==> run_1/layer_met1.png <==
Supply wires on this layer in gray.
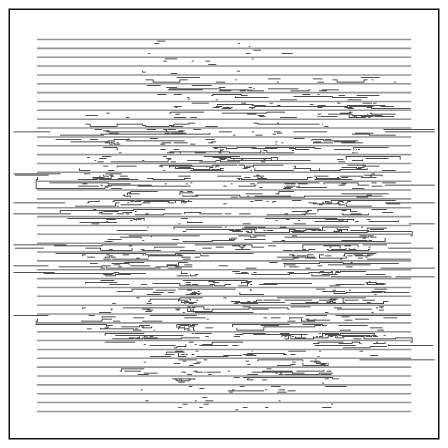
==> run_1/layer_met2.png <==
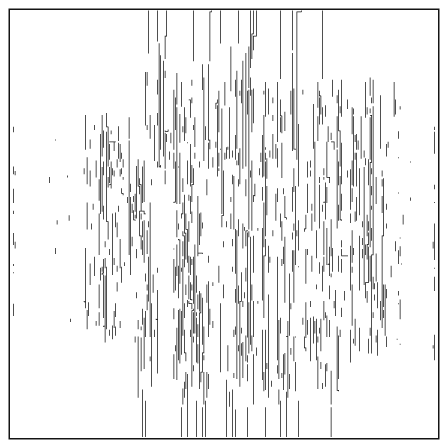
==> run_1/layer_met3.png <==
Bar = 50 um.
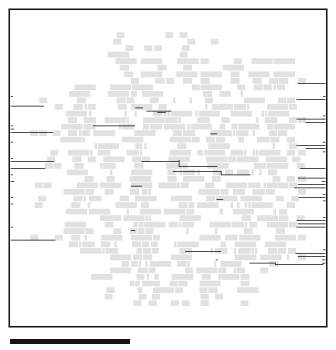
**config.mk**
```make
export PLATFORM = sky130hd
export DESIGN_NAME = axilite_addr_sender
export DESIGN_NICKNAME = d
export VERILOG_FILES = /design/src/rtl/axilite_pkg.sv /design/src/rtl/axilite_addr_queue.sv /design/src/rtl/axilite_addr_sender.sv
export SDC_FILE = /design/constraint.sdc
export NUM_CORES = 1
export LEC_CHECK = 0
export CAP_MARGIN = 10
export CORE_MARGIN = 8
export CORE_UTILIZATION = 35
export DETAILED_ROUTE_END_ITERATION = 10
export HOLD_SLACK_MARGIN = 0.12
export RECOVER_POWER = 50
export SLEW_MARGIN = 20
export SYNTH_ARGS = -nofsm -noshare
export SYNTH_HDL_FRONTEND = slang
export SYNTH_SLANG_ARGS = --single-unit
```
**constraint.sdc**
```tcl
create_clock -name clk -period 5.15 [get_ports clk]
set_input_delay 0.7725 -clock clk [delete_from_list [all_inputs] [get_ports clk]]
set_output_delay 0.7725 -clock clk [all_outputs]
set_load 0.03 [all_outputs]
```
**src/rtl/axilite_pkg.sv**
```systemverilog
// Constants shared by the AXI-lite address sender and the responder-side capture blocks.
// Queue depth, its count width, and the default address width.
package axilite_pkg;

  localparam int AXILITE_ADDR_QDEPTH    = 2;
  localparam int AXILITE_ADDR_CNT_W     = $clog2(AXILITE_ADDR_QDEPTH + 1);
  localparam int AXILITE_ADDR_WIDTH_DEF = 32;

  typedef logic [AXILITE_ADDR_CNT_W-1:0] qcnt_t;

  // True when a queue of the given occupancy can take another entry.
  function automatic logic qcnt_has_space(input qcnt_t cnt);
    return cnt != qcnt_t'(AXILITE_ADDR_QDEPTH);
  endfunction

endpackage

```
**src/rtl/axilite_addr_queue.sv**
```systemverilog
// 2-entry address FIFO: a push is visible at the head after one edge; no pass-through when full.
// push_rdy depends only on the registered count; a push at count 2 is refused even alongside a pop.
module axilite_addr_queue
  import axilite_pkg::*;
#(
  parameter int ADDR_WIDTH = AXILITE_ADDR_WIDTH_DEF
) (
  input  logic                  clk,
  input  logic                  rst,
  input  logic [ADDR_WIDTH-1:0] push_dat,
  input  logic                  push_vld,
  output logic                  push_rdy,
  input  logic                  pop,
  output qcnt_t                 count,
  output qcnt_t                 count_nxt,
  output logic [ADDR_WIDTH-1:0] head_nxt
);

  logic [ADDR_WIDTH-1:0] mem [AXILITE_ADDR_QDEPTH];
  logic                  wr_ptr;
  logic                  rd_ptr;
  logic                  rd_ptr_nxt;
  logic                  push;
  logic                  pop_ok;

  assign push_rdy   = qcnt_has_space(count);
  assign push       = push_vld && push_rdy;
  assign pop_ok     = pop && (count != '0);
  assign rd_ptr_nxt = rd_ptr ^ pop_ok;

  always_comb begin
    count_nxt = count;
    case ({push, pop_ok})
      2'b10:   count_nxt = count + qcnt_t'(1);
      2'b01:   count_nxt = count - qcnt_t'(1);
      default: count_nxt = count;
    endcase
  end

  // The incoming word lands directly at the head when the queue was empty,
  // or when it holds one entry that is being popped this cycle.
  assign head_nxt = (push && (wr_ptr == rd_ptr_nxt)) ? push_dat : mem[rd_ptr_nxt];

  always_ff @(posedge clk or negedge rst) begin
    if (!rst) begin
      for (int i = 0; i < AXILITE_ADDR_QDEPTH; i++) begin
        mem[i] <= '0;
      end
      wr_ptr <= 1'b0;
      rd_ptr <= 1'b0;
      count  <= '0;
    end else begin
      if (push) begin
        mem[wr_ptr] <= push_dat;
        wr_ptr      <= ~wr_ptr;
      end
      rd_ptr <= rd_ptr_nxt;
      count  <= count_nxt;
    end
  end

endmodule

```
**src/rtl/axilite_addr_sender.sv**
```systemverilog
// AXI-lite AW/AR initiator: queued address reaches registered valid/addr one edge after push; held until ready.
// req_ready drops at 2 queued entries; optional stall watchdog under AXILITE_ADDR_TIMEOUT_EN.
module axilite_addr_sender
  import axilite_pkg::*;
#(
`ifdef AXILITE_ADDR_TIMEOUT_EN
  parameter int TIMEOUT_WIDTH = 16,
`endif
  parameter int ADDR_WIDTH    = AXILITE_ADDR_WIDTH_DEF
) (
  input  logic                     clk,
  input  logic                     rst,
  input  logic [ADDR_WIDTH-1:0]    req_addr,
  input  logic                     req_valid,
  output logic                     req_ready,
  output logic [ADDR_WIDTH-1:0]    addr,
  output logic                     valid,
  input  logic                     ready,
  output logic                     sent,
`ifdef AXILITE_ADDR_TIMEOUT_EN
  input  logic [TIMEOUT_WIDTH-1:0] timeout_limit,
  output logic                     timeout,
`endif
  output logic                     busy
);

  qcnt_t                 count;
  qcnt_t                 count_nxt;
  logic [ADDR_WIDTH-1:0] head_nxt;
  logic                  valid_q;
  logic [ADDR_WIDTH-1:0] addr_q;
  logic                  sent_q;
  logic                  handshake;

  assign handshake = valid_q && ready;

  axilite_addr_queue #(
    .ADDR_WIDTH (ADDR_WIDTH)
  ) u_queue (
    .clk       (clk),
    .rst       (rst),
    .push_dat  (req_addr),
    .push_vld  (req_valid),
    .push_rdy  (req_ready),
    .pop       (handshake),
    .count     (count),
    .count_nxt (count_nxt),
    .head_nxt  (head_nxt)
  );

  // valid/addr are loaded from the queue's next state so they match count
  // exactly while never looking at ready combinationally.
  always_ff @(posedge clk or negedge rst) begin
    if (!rst) begin
      valid_q <= 1'b0;
      addr_q  <= '0;
      sent_q  <= 1'b0;
    end else begin
      valid_q <= (count_nxt != '0);
      if (count_nxt != '0) begin
        addr_q <= head_nxt;
      end
      sent_q <= handshake;
    end
  end

  assign valid = valid_q;
  assign addr  = addr_q;
  assign sent  = sent_q;
  assign busy  = (count != '0);

`ifdef AXILITE_ADDR_TIMEOUT_EN
  logic [TIMEOUT_WIDTH-1:0] stall_cnt;
  logic [TIMEOUT_WIDTH-1:0] stall_cnt_nxt;
  logic                     timeout_q;
  logic                     stall;

  assign stall = valid_q && !ready;

  always_comb begin
    stall_cnt_nxt = stall_cnt;
    if (handshake) begin
      stall_cnt_nxt = '0;
    end else if (stall && (stall_cnt != '1)) begin
      stall_cnt_nxt = stall_cnt + TIMEOUT_WIDTH'(1);
    end
  end

  // Flag only; the pending transfer stays on the bus regardless.
  always_ff @(posedge clk or negedge rst) begin
    if (!rst) begin
      stall_cnt <= '0;
      timeout_q <= 1'b0;
    end else begin
      stall_cnt <= stall_cnt_nxt;
      if (handshake) begin
        timeout_q <= 1'b0;
      end else if ((timeout_limit != '0) && (stall_cnt_nxt == timeout_limit)) begin
        timeout_q <= 1'b1;
      end
    end
  end

  assign timeout = timeout_q;
`endif

endmodule

```
==> ci_impl_report.md, run 1 <==
### Yosys + OpenROAD results

| Metric | Value |
|---|---|
| GRT met1 Usage | 15.75% |
| DP HPWL | 6.953 mm |
| Post-synth net total | 376 |
| Final setup viols | 0 |
| Fmax | 248.0 MHz |
| Clock Path Buffers | 2 |
| YS chip area | 4666 um^2 |
| Die ar. | 17280 um^2 |
| P_leak | 2.475 nW |
| Slowest stage delay, CP | 1.75 ns |
| Largest net degree at the start of global routing | 55 |
| CP Data Arrival Time | 4.22 ns |
| Met3 wire length | 432 um |
| Reg2reg start | u_queue.count[0] |
| DRC | 0 |
| WL per Instance | 17.57 um |
| Failing checks | capacitance limit, slew limit |
| 1st-pass router iterations | 4 |
| Outcome | finished with violations |
| Vias in the first global route | 3123 |
| GRT overflow | 0 |
| Final Max Slew Viols | 74 |
| R2R setup slack | 1.54 ns |
| Max-Cap Viols | 2 |
| Critical path class | primary input to flop |
| Register area share after synthesis | 54.71% |
| Flop area | 2552 um^2 |
| Fill count | 1238 |
| Core region area | 13140 um^2 |
| GRT Total Usage | 12.34% |
| Worst Hold Endpoint | u_queue.mem[39] |
| Chip height | 131.5 um |
| GR Util met3 | 2.591% |
| Relative slew slack | -97.68% |
| Placer congestion estimate | 0.6889 |
| Top-count cell post-synth | dfrtp_1 |
| Post-layout util | 43.90% |
| WL met1 | 4.734 mm |
| Post-cts resize count | 0 |
| Clock tree root buffer cell | clkbuf_16 |
| Worst path cell trace | dlygate4sd3_1, o211ai_4, xor2_1, buf_4, mux2i_1, o221ai_2 |
| TritonCTS Sinks | 102 |
| Setup bufs post-CTS | 0 |
| Violation count after the first detailed-routing iteration | 185 |
| Antenna viol nets, final | 0 |
| FP Core Util | 35.51% |
| Die width | 131.5 um |
| Hold buffer count at CTS | 0 |
| Slowest stage cell, crit path | xor2_1 |
| Post-Syn Area per Cell | 13.76 um^2 |
| Clock-pin slew on the worst setup and hold paths | 0.07 ns |
| Row count | 42 |
| Worst Path Max Fanout | 18 |
| Grt met2 use | 20.12% |
| Final Instance Count excl. Fillers | 589 |
| DR vias/cell | 4.862 |
| Yosys warnings | 0 |
| Final hold slack | 0.4887 ns |
| Power density cells | 777.2 nW/um^2 |
| Least-Margin Pin Slew | 2.965 ns |
| Port bufs | 71 |
| Capturing point of the worst reg2reg path | addr[11] |
| Most common logic cells in the final layout | 102 x dfrtp_1, 63 x mux2_2, 55 x clkdlybuf4s50_1 |
| Initial antenna violation count | 0 |
Notes on layer_met1.png above:
share of all routed wire: 46%
nets with wire on the layer: 399
longest straight run: 34.5 um
wire length on this layer: 4730 um

Notes on layer_met2.png above:
wire length on this layer: 5040 um
longest straight run: 45.6 um
nets with wire on the layer: 413
share of all routed wire: 49%

Notes on layer_met3.png above:
main direction: horizontal
longest straight run: 20.0 um
wire length on this layer: 432 um
share of all routed wire: 4.2%

-- run 1: how the worst max path moves through the flow --
stage / to / slack [ns] / cells after the start
2_1_floorplan: addr[8] / 2.50 / 10
3_3_place_gp: addr[12] / 1.32 / 9
3_5_place_dp: addr[18] / 1.24 / 9
4_1_cts: addr[18] / 1.60 / 9
5_1_grt: addr[12] / 0.93 / 6
6_report: addr[11] / 1.12 / 6
-- run 1: layout make-up --
type                    instances  area share, %
clock buffers                  11          4.209
clock inverters                 5         0.6075
inverters                      35          2.278
multi-input cells             183          31.83
flip-flops and latches        102          44.26
well taps                     176          3.819
repair buffers                 77          13.00
-- run 1: cell families after synthesis --
kind of cell	Yosys count	synth area share, %
xor+xnor	7	1.716
flops	102	54.71
compound gates	34	10.65
fa+ha+maj	1	0.2681
simple gates	45	4.640
mux	96	22.31
buf+inv	54	5.712
-- run 1: metrics by stage --
stage	cell area (um^2)	setup slack, ns	power, W
6_report	5767	1.118	0.004482
5_1_grt	5767	0.9314	0.004773
4_1_cts	5789	1.601	0.004575
3_5_place_dp	5512	1.243	0.003928
3_3_place_gp	5512	1.322	0.003855
2_1_floorplan	4666	2.496	0.003277
-- run 1: sequential cells by signal, summed over array words and instances, names as in the netlist --
register / cells
addr: 32
sent: 1
u_queue.count: 2
u_queue.mem: 64
u_queue.rd_ptr: 1
u_queue.wr_ptr: 1
valid: 1
-- run 1: power breakdown --
group          total (W)  internal (W)  switching, W
clock           0.000635      0.000340      0.000295
sequential       0.00149       0.00124      0.000250
combinational    0.00236       0.00111       0.00125
total            0.00448       0.00268       0.00180
-- run 1: critical path, delay by kind of cell --
| family | cells | cell delay [ns] |
|---|---|---|
| xor gates and xnor gates | 1 | 1.75 |
| AOI/OAI and AO/OA | 2 | 0.25 |
| buffers and inverters | 2 | 1.13 |
| muxes | 1 | 0.30 |
==> inputs of run 2 (changes only) <==
==> constraint.sdc (replaced) <==
create_clock -name clk -period 3.6 [get_ports clk]
set_input_delay 0.54 -clock clk [delete_from_list [all_inputs] [get_ports clk]]
set_output_delay 0.54 -clock clk [all_outputs]
set_load 0.03 [all_outputs]
==> run 2 against run 1 <==
Against the previous run: the flow now finishes without violations; total power rose by 44%; synthesized cell count did not move; sequential cell count did not move; wire length fell by 2.5%; non-clock buffer count rose by 4; synthesized area did not move.
==> ci_impl_report.md, run 2 <==
### Yosys + OpenROAD results

| Metric | Value |
|---|---|
| Clock-pin slew on the worst setup and hold paths | 0.06 ns (about the same) |
| Final Max Slew Viols | 0 (-100%) |
| Net switching fraction of the power | 39.55% (-0.59 points) |
| Vias in the first global route | 3163 (+1.3%) |
| NetSw | 0.002552 W (+42%) |
| Final setup viols | 0 (unchanged) |
| Design area | 5823 um^2 (+0.98%) |
| Violation count after the first detailed-routing iteration | 139 (-25%) |
| Pre-CTS WS | 0.2735 ns (-0.9695 ns) |
| Post-synth cell types | 29 |
| GRT Total Usage | 12.25% (-0.095 points) |
| Tool warnings | 26 |
| Post-Syn Area per Cell | 13.76 um^2 (unchanged) |
| Async S/R FF share, synth | 100.0% |
| Setup WS post-layout | 0.4908 ns (-0.6269 ns) |
| Final hold slack | 0.4861 ns (-0.002617 ns) |
| R2R depth | 10 |
| WL per Instance | 17.01 um (-3.2%) |
| Top-count cell post-synth | dfrtp_1 |
| Post-layout util | 44.32% (+0.43 points) |
| Critical path class | flop to flop |
| Post-cts resize count | 0 (unchanged) |
| Fill count | 1232 (-0.48%) |
| Number of enable flip-flop cells | 0 |
| Core region area | 13140 um^2 (unchanged) |
| Stages on the worst setup path | 10 (+4) |
| Commonest cells post-synth | 102 x dfrtp_1, 63 x mux2_2, 33 x inv_1, 33 x nand2_1, 32 x mux2i_1 |
| Clock power frac | 13.9% (-0.3 points) |
| Slowest stage delay, CP | 0.51 ns (-1.24 ns) |
| Antenna viol nets, final | 0 (unchanged) |
| Placed Cells | 577 |
| Post-layout period usage | 86.37% |
| R2R setup slack | 0.49 ns (-1.05 ns) |
| IO Pins | 72 |
| Initial antenna violation count | 0 (unchanged) |
| TritonCTS Sinks | 102 (unchanged) |
| Power density cells | 1108 nW/um^2 (+43%) |
| Worst Skew | 0.007048 ns |
| Synth Cell Area | 4666 um^2 |
| Most common logic cells in the final layout | 102 x dfrtp_1, 63 x mux2_2, 56 x clkdlybuf4s50_1 |
| Largest net degree at the start of global routing | 61 (+11%) |
| First-pass GRT wire length | 16.84 mm |
| Relative slew slack | 0.2815% (+98 points) |
| Worst path cell trace | nand2b_1, and2_0, inv_1, ha_1, or4bb_1, nand3_2, inv_2, nand3_2, buf_4, o221ai_2 |
| Comb power frac | 53.3% (+0.7 points) |
| Die ar. | 17280 um^2 (unchanged) |
| Buf+Inv Stages, Crit Path | 3 (+1) |
| CTS H-tree lvls | 3 |
| Share of layout cells above drive strength 1 | 29.74% |
| Flop pwr share | 32.8% (-0.4 points) |
| Synth Flop Type | dfrtp_1 |
| DP HPWL | 6.792 mm (-2.3%) |
| Slowest stage cell, crit path | dfrtp_1 |
| Register area share after synthesis | 54.71% (unchanged) |
| Chip height | 131.5 um (unchanged) |
| Setup bufs post-CTS | 0 (unchanged) |
| CTS Buf Count | 9 |
| DRT Wirelength | 10.09 mm |
| Capturing point of the worst reg2reg path | addr[3] |
| RSZ-0062 raised after global routing | false |
| Row count | 42 (unchanged) |
| Top Family by Delay on Critical Path | simple AND/OR/NAND/NOR gates |
| Die width | 131.5 um (unchanged) |
| Clock tree root buffer cell | clkbuf_16 |
| Placer congestion estimate | 0.7565 (+9.8%) |
| CP required | 3.82 ns |
| DR vias/cell | 4.774 (-1.8%) |
| FP Core Util | 35.51% (unchanged) |
| Post-synth net total | 376 (unchanged) |
| Largest register by flop count | u_queue.mem |
| Final Instance Count excl. Fillers | 593 (+0.68%) |
| Placed Area | 5567 um^2 (+1.0%) |
| 1st-pass router iterations | 4 (unchanged) |
| Worst Setup EP | addr[3] |
| Least-Margin Pin Slew | 1.496 ns (-1.469 ns) |
| YS chip area | 4666 um^2 (unchanged) |
| Port bufs | 71 (unchanged) |
| Pwr Total | 0.006454 W (+44%) |
| Hold buffer count at CTS | 0 (unchanged) |
| Yosys warnings | 0 (unchanged) |
| Max reg flops | 64 (unchanged) |
| Reg2reg start | u_queue.count[0] |
| Internal power | 0.003902 W (+45%) |
| Worst Path Max Fanout | 10 (-8) |
| GRT overflow | 0 (unchanged) |
| Fmax | 321.6 MHz |
| CP Data Arrival Time | 3.33 ns (-0.89 ns) |
| DRC | 0 (unchanged) |
| CP Launch Type | flop |
| Worst skew pair latency | 0.34 ns |
| Max-Cap Viols | 0 (-2) |
| P_leak | 2.502 nW (+1.1%) |
| Outcome | completed |
| Clock Path Buffers | 2 (unchanged) |
==> run 2: area by class of cell <==
class	instances	area, um^2	area share (%)
clock inverter	3	20.02	0.3438
timing repair buffer	81	794.5	13.64
inverter	35	131.4	2.256
sequential	102	2552	43.83
clock buffer	13	250.2	4.297
tap	176	220.2	3.782
multi-input combinational	183	1854	31.84
==> run 2: power groups by stage <==
stage / Combinational [W] / Sequential, W / Clock (W)
global route: 0.00373 / 0.00220 / 0.000970
floorplan: 0.00228 / 0.00241 / 0
global placement: 0.00348 / 0.00212 / 0
CTS: 0.00356 / 0.00213 / 0.000923
finish: 0.00344 / 0.00212 / 0.000895
detailed placement: 0.00355 / 0.00215 / 0
==> run 2: routing by layer <==
| metal | up-vias | GRT usage (%) | share of wire [%] |
|---|---|---|---|
| met2 | 51 | 19.64 | 48 |
| met1 | 1430 | 15.14 | 46 |
| met3 | 13 | 3.201 | 4.1 |
| met5 | - | 0 | 0 |
| met4 | 0 | 5.743 | 1.9 |
| li1 | 1337 | - | - |
==> run 2: cells by family (layout without fill, tap and decap cells) <==
family | after synthesis | after routing | share of synthesized area (%)
AND/OR/NAND/NOR | 45 | 45 | 4.640
multiplexers | 96 | 96 | 22.31
XOR/XNOR | 7 | 7 | 1.716
AND-OR/OR-AND | 34 | 34 | 10.65
buffers and inverters | 54 | 132 | 5.712
flip-flops | 102 | 102 | 54.71
adder cells (fa/ha/maj) | 1 | 1 | 0.2681
==> run 2: worst min path at each step <==
stage,from,end,slack [ns],cells after the start
after floorplan,rst,addr[0],0.24,0
after global placement,addr[25],addr[25],0.47,2
after detailed placement,addr[1],addr[1],0.48,2
after CTS,rst,addr[15],0.29,1
after global routing,u_queue.mem[39],u_queue.mem[39],0.50,1
final,addr[25],addr[25],0.49,2
==> run_2/layer_met1.png <==
Supply wires on this layer in gray.
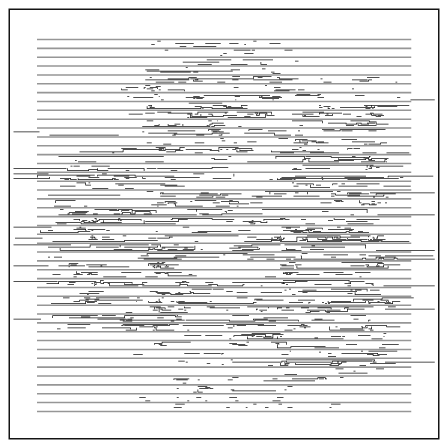
share of all routed wire: 46%
main direction: horizontal

==> inputs of run 3 (changes only) <==
--- a/config.mk
+++ b/config.mk
@@ -7,9 +7,10 @@
 export LEC_CHECK = 0
 export CAP_MARGIN = 10
 export CORE_MARGIN = 8
-export CORE_UTILIZATION = 35
+export CORE_UTILIZATION = 49
 export DETAILED_ROUTE_END_ITERATION = 10
 export HOLD_SLACK_MARGIN = 0.12
+export PLACE_DENSITY = 0.77
 export RECOVER_POWER = 50
 export SLEW_MARGIN = 20
 export SYNTH_ARGS = -nofsm -noshare
==> run 3 against run 2 <==
Against the previous run: the run now ends with capacitance limit, slew limit left; combinational power increased by 3%; clock power decreased by 18%; clock-buffer cell count unchanged; total power decreased by 1.1%.
==> ci_impl_report.md, run 3 <==
### Yosys + OpenROAD results

| Metric | Value |
|---|---|
| Worst Skew | 0.007240 ns (+0.0001919 ns) |
| Placer congestion estimate | 0.7376 (-2.5%) |
| Power density cells | 1118 nW/um^2 (+0.90%) |
| Register area share after synthesis | 54.71% (unchanged) |
| Top Consumer | combinational cells |
| Clock power frac | 11.5% (-2.4 points) |
| Core region area | 9240 um^2 (-30%) |
| Final Hold Fails | 0 |
| Post-synth cell types | 29 (unchanged) |
| Pre-CTS WS | 0.3904 ns (+0.1169 ns) |
| Largest register by flop count | u_queue.mem |
| IO Pins | 72 (unchanged) |
| Top-area cell share | 54.71% |
| Max-Cap Viols | 2 (+2) |
| TritonCTS clock tree | done |
| TritonCTS Sinks | 102 (unchanged) |
| FP Core Util | 50.49% (+15 points) |
| CTS Buf Count | 9 (unchanged) |
| CP Launch Type | primary input |
| Final hold slack | 0.4900 ns (+0.003945 ns) |
| Vias in the first global route | 3292 (+4.1%) |
| Seq pwr | 0.00211 W (about the same) |
| Diodes inserted | 0 |
| Net switching fraction of the power | 39.87% (+0.32 points) |
| CP Capture Type | flop |
| Final setup viols | 0 (unchanged) |
| Die ar. | 12900 um^2 (-25%) |
| Tool warnings | 26 (unchanged) |
| GRT met1 Usage | 19.87% (+4.7 points) |
| P_leak | 2.483 nW (-0.76%) |
| Failing checks | capacitance limit, slew limit |
| CP Data Arrival Time | 3.25 ns (-0.08 ns) |
| Critical path class | primary input to flop |
| 1st-pass router iterations | 4 (unchanged) |
| Row count | 35 (-17%) |
| GRT Total Usage | 15.85% (+3.6 points) |
| Port bufs | 71 (unchanged) |
| Top cells by area | dfrtp_1 55%, mux2_2 15%, o221ai_2 9.7% |
| Clock Path Buffers | 2 (unchanged) |
| Chip height | 113.6 um (-14%) |
| Max reg flops | 64 (unchanged) |
| Grt met2 use | 25.44% (+5.8 points) |
| Logic power comb | 0.00354 W (+3%) |
| Async S/R FF share, synth | 100.0% (unchanged) |
| Clock tree root buffer cell | clkbuf_8 |
| Top-count cell post-synth | dfrtp_1 |
| WL per Instance | 17.66 um (+3.8%) |
| Hold/Removal Path Class | flop to flop |
| Clock-pin slew on the worst setup and hold paths | 0.09 ns (+0.03 ns) |
| Post-layout util | 61.76% (+17 points) |
| Max Used Layer | met5 |
| Initial antenna violation count | 1 (+1) |
| Relative slew slack | -28.14% (-28 points) |
| RSZ-0062 raised after global routing | false |
| Setup TNS | 0 ns |
| Post-cts resize count | 0 (unchanged) |
| Cells in synth_stat.txt | 339 |
| Met3 wire length | 577 um (+40%) |
| Antenna viol nets, final | 0 (unchanged) |
| Post-synth net total | 376 (unchanged) |
| Synth Flop Type | dfrtp_1 |
| Yosys top cell by area | dfrtp_1 |
| Setup bufs post-CTS | 0 (unchanged) |
| Flop pwr share | 33.0% (+0.2 points) |
| Outcome | finished with violations |
| Final Max Slew Viols | 92 (+92) |
| Global route hottest layer | met2 |
| DRT Wirelength | 9.607 mm (-4.8%) |
| Post-Synthesis Cells | 339 |
| Synthesized flop and latch total | 102 |
| Synth Cell Area | 4666 um^2 (unchanged) |
| Share of layout cells above drive strength 1 | 29.88% (+0.14 points) |
| Final min period | 3.017 ns |
| Largest net degree at the start of global routing | 80 (+31%) |
| Fill count | 727 (-41%) |
| Post-Syn Area per Cell | 13.76 um^2 (unchanged) |
| DP HPWL | 6.474 mm (-4.7%) |
| Post-layout period usage | 83.81% (-2.6 points) |
| Comb power frac | 55.5% (+2.2 points) |
| CTS H-tree lvls | 3 (unchanged) |
| CP required | 3.83 ns (about the same) |
| YS chip area | 4666 um^2 (unchanged) |
| GRT overflow | 0 (unchanged) |
| Internal power | 0.003838 W (-1.6%) |
| DR vias/cell | 5.307 (+11%) |
| Vias after detailed routing | 2887 |
| Most common logic cells in the final layout | 102 x dfrtp_1, 63 x mux2_2, 56 x clkdlybuf4s50_1 |
| Worst Path Max Fanout | 22 (+12) |
| DRC | 0 (unchanged) |
| Number of enable flip-flop cells | 0 (unchanged) |
| Least-Margin Pin Slew | 1.922 ns (+0.4264 ns) |
| Layout net count | 447 |
| Setup WS post-layout | 0.5828 ns (+0.09201 ns) |
| Violation count after the first detailed-routing iteration | 71 (-49%) |
| Worst skew pair latency | 0.36 ns (+0.02 ns) |
| Most frequent logic cell in the layout | dfrtp_1 |
| Die width | 113.6 um (-14%) |
| VDD IR max | 0.5358 mV |
| NetSw | 0.002544 W (-0.32%) |
| Yosys warnings | 0 (unchanged) |
| Area growth from synthesis to layout | 22.31% |
| Commonest cells post-synth | 102 x dfrtp_1, 63 x mux2_2, 33 x inv_1, 33 x nand2_1, 32 x mux2i_1 |
| GR Util met3 | 4.437% (+1.2 points) |
| WL met1 | 4.356 mm (-5.6%) |
| Fmax | 331.4 MHz (+3.0%) |
| First-pass GRT wire length | 16.33 mm (-3.0%) |
| Met2 routed WL | 4.517 mm (-7.1%) |
| Hold buffer count at CTS | 0 (unchanged) |
run 3: cell counts after synthesis:
Identical to the previous run, type by type.
run 3: per-stage QoR:
stage / cell area, um^2 / std cells / power [W]
final: 5707 / 544 / 0.006382
after global placement: 5530 / 528 / 0.005629
after CTS: 5732 / 544 / 0.006501
after global routing: 5707 / 544 / 0.006801
after detailed placement: 5530 / 528 / 0.005759
after floorplan: 4666 / 339 / 0.004688
run 3: final timing paths:
path | cells after the start | from | endpoint | slack (ns)
setup / recovery | 6 | ready | addr[27] | 0.58
hold / removal | 2 | addr[17] | addr[17] | 0.49
setup reg to reg | 10 | u_queue.count[0] | addr[25] | 0.59
hold reg to reg | 2 | addr[17] | addr[17] | 0.49
max in group asynchronous | 2 | rst | u_queue.mem[34] | 0.93
min in group asynchronous | 1 | rst | u_queue.mem[45] | 0.70
run 3: area by class of cell:
| class | instances | area [um^2] | share of cell area [%] |
|---|---|---|---|
| clock buffer | 13 | 158.9 | 2.784 |
| clock inverter | 3 | 42.54 | 0.7455 |
| inverter | 35 | 131.4 | 2.302 |
| multi-input combinational | 183 | 1836 | 32.16 |
| sequential | 102 | 2552 | 44.73 |
| tap | 129 | 161.4 | 2.828 |
| timing repair buffer | 79 | 824.5 | 14.45 |
run 3: cell families after synthesis:
kind of cell               count (synthesis)  synth area share (%)
DFF                                      102                 54.71
and+or+nand+nor                           45                 4.640
xor gates and xnor gates                   7                 1.716
AOI/OAI and AO/OA                         34                 10.65
muxes                                     96                 22.31
adders and majority gates                  1                0.2681
buffers and inverters                     54                 5.712
run 3: worst max-delay path, cell delays in order:
cell and delay [ns]:
dlygate4sd3_1 0.58, o211ai_4 0.12, xor2_1 1.27, buf_12 0.31
mux2i_1 0.28, o221ai_2 0.12
==> run_3/clocks.png <==
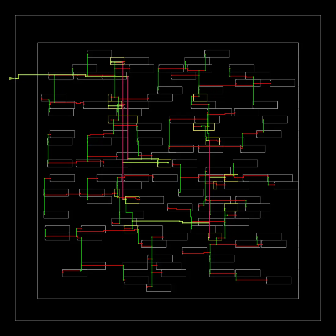
clk pwr: 0.000732 W
# clk buffers: 13

No activity file was given, so power comes from the tool's default toggle rates.
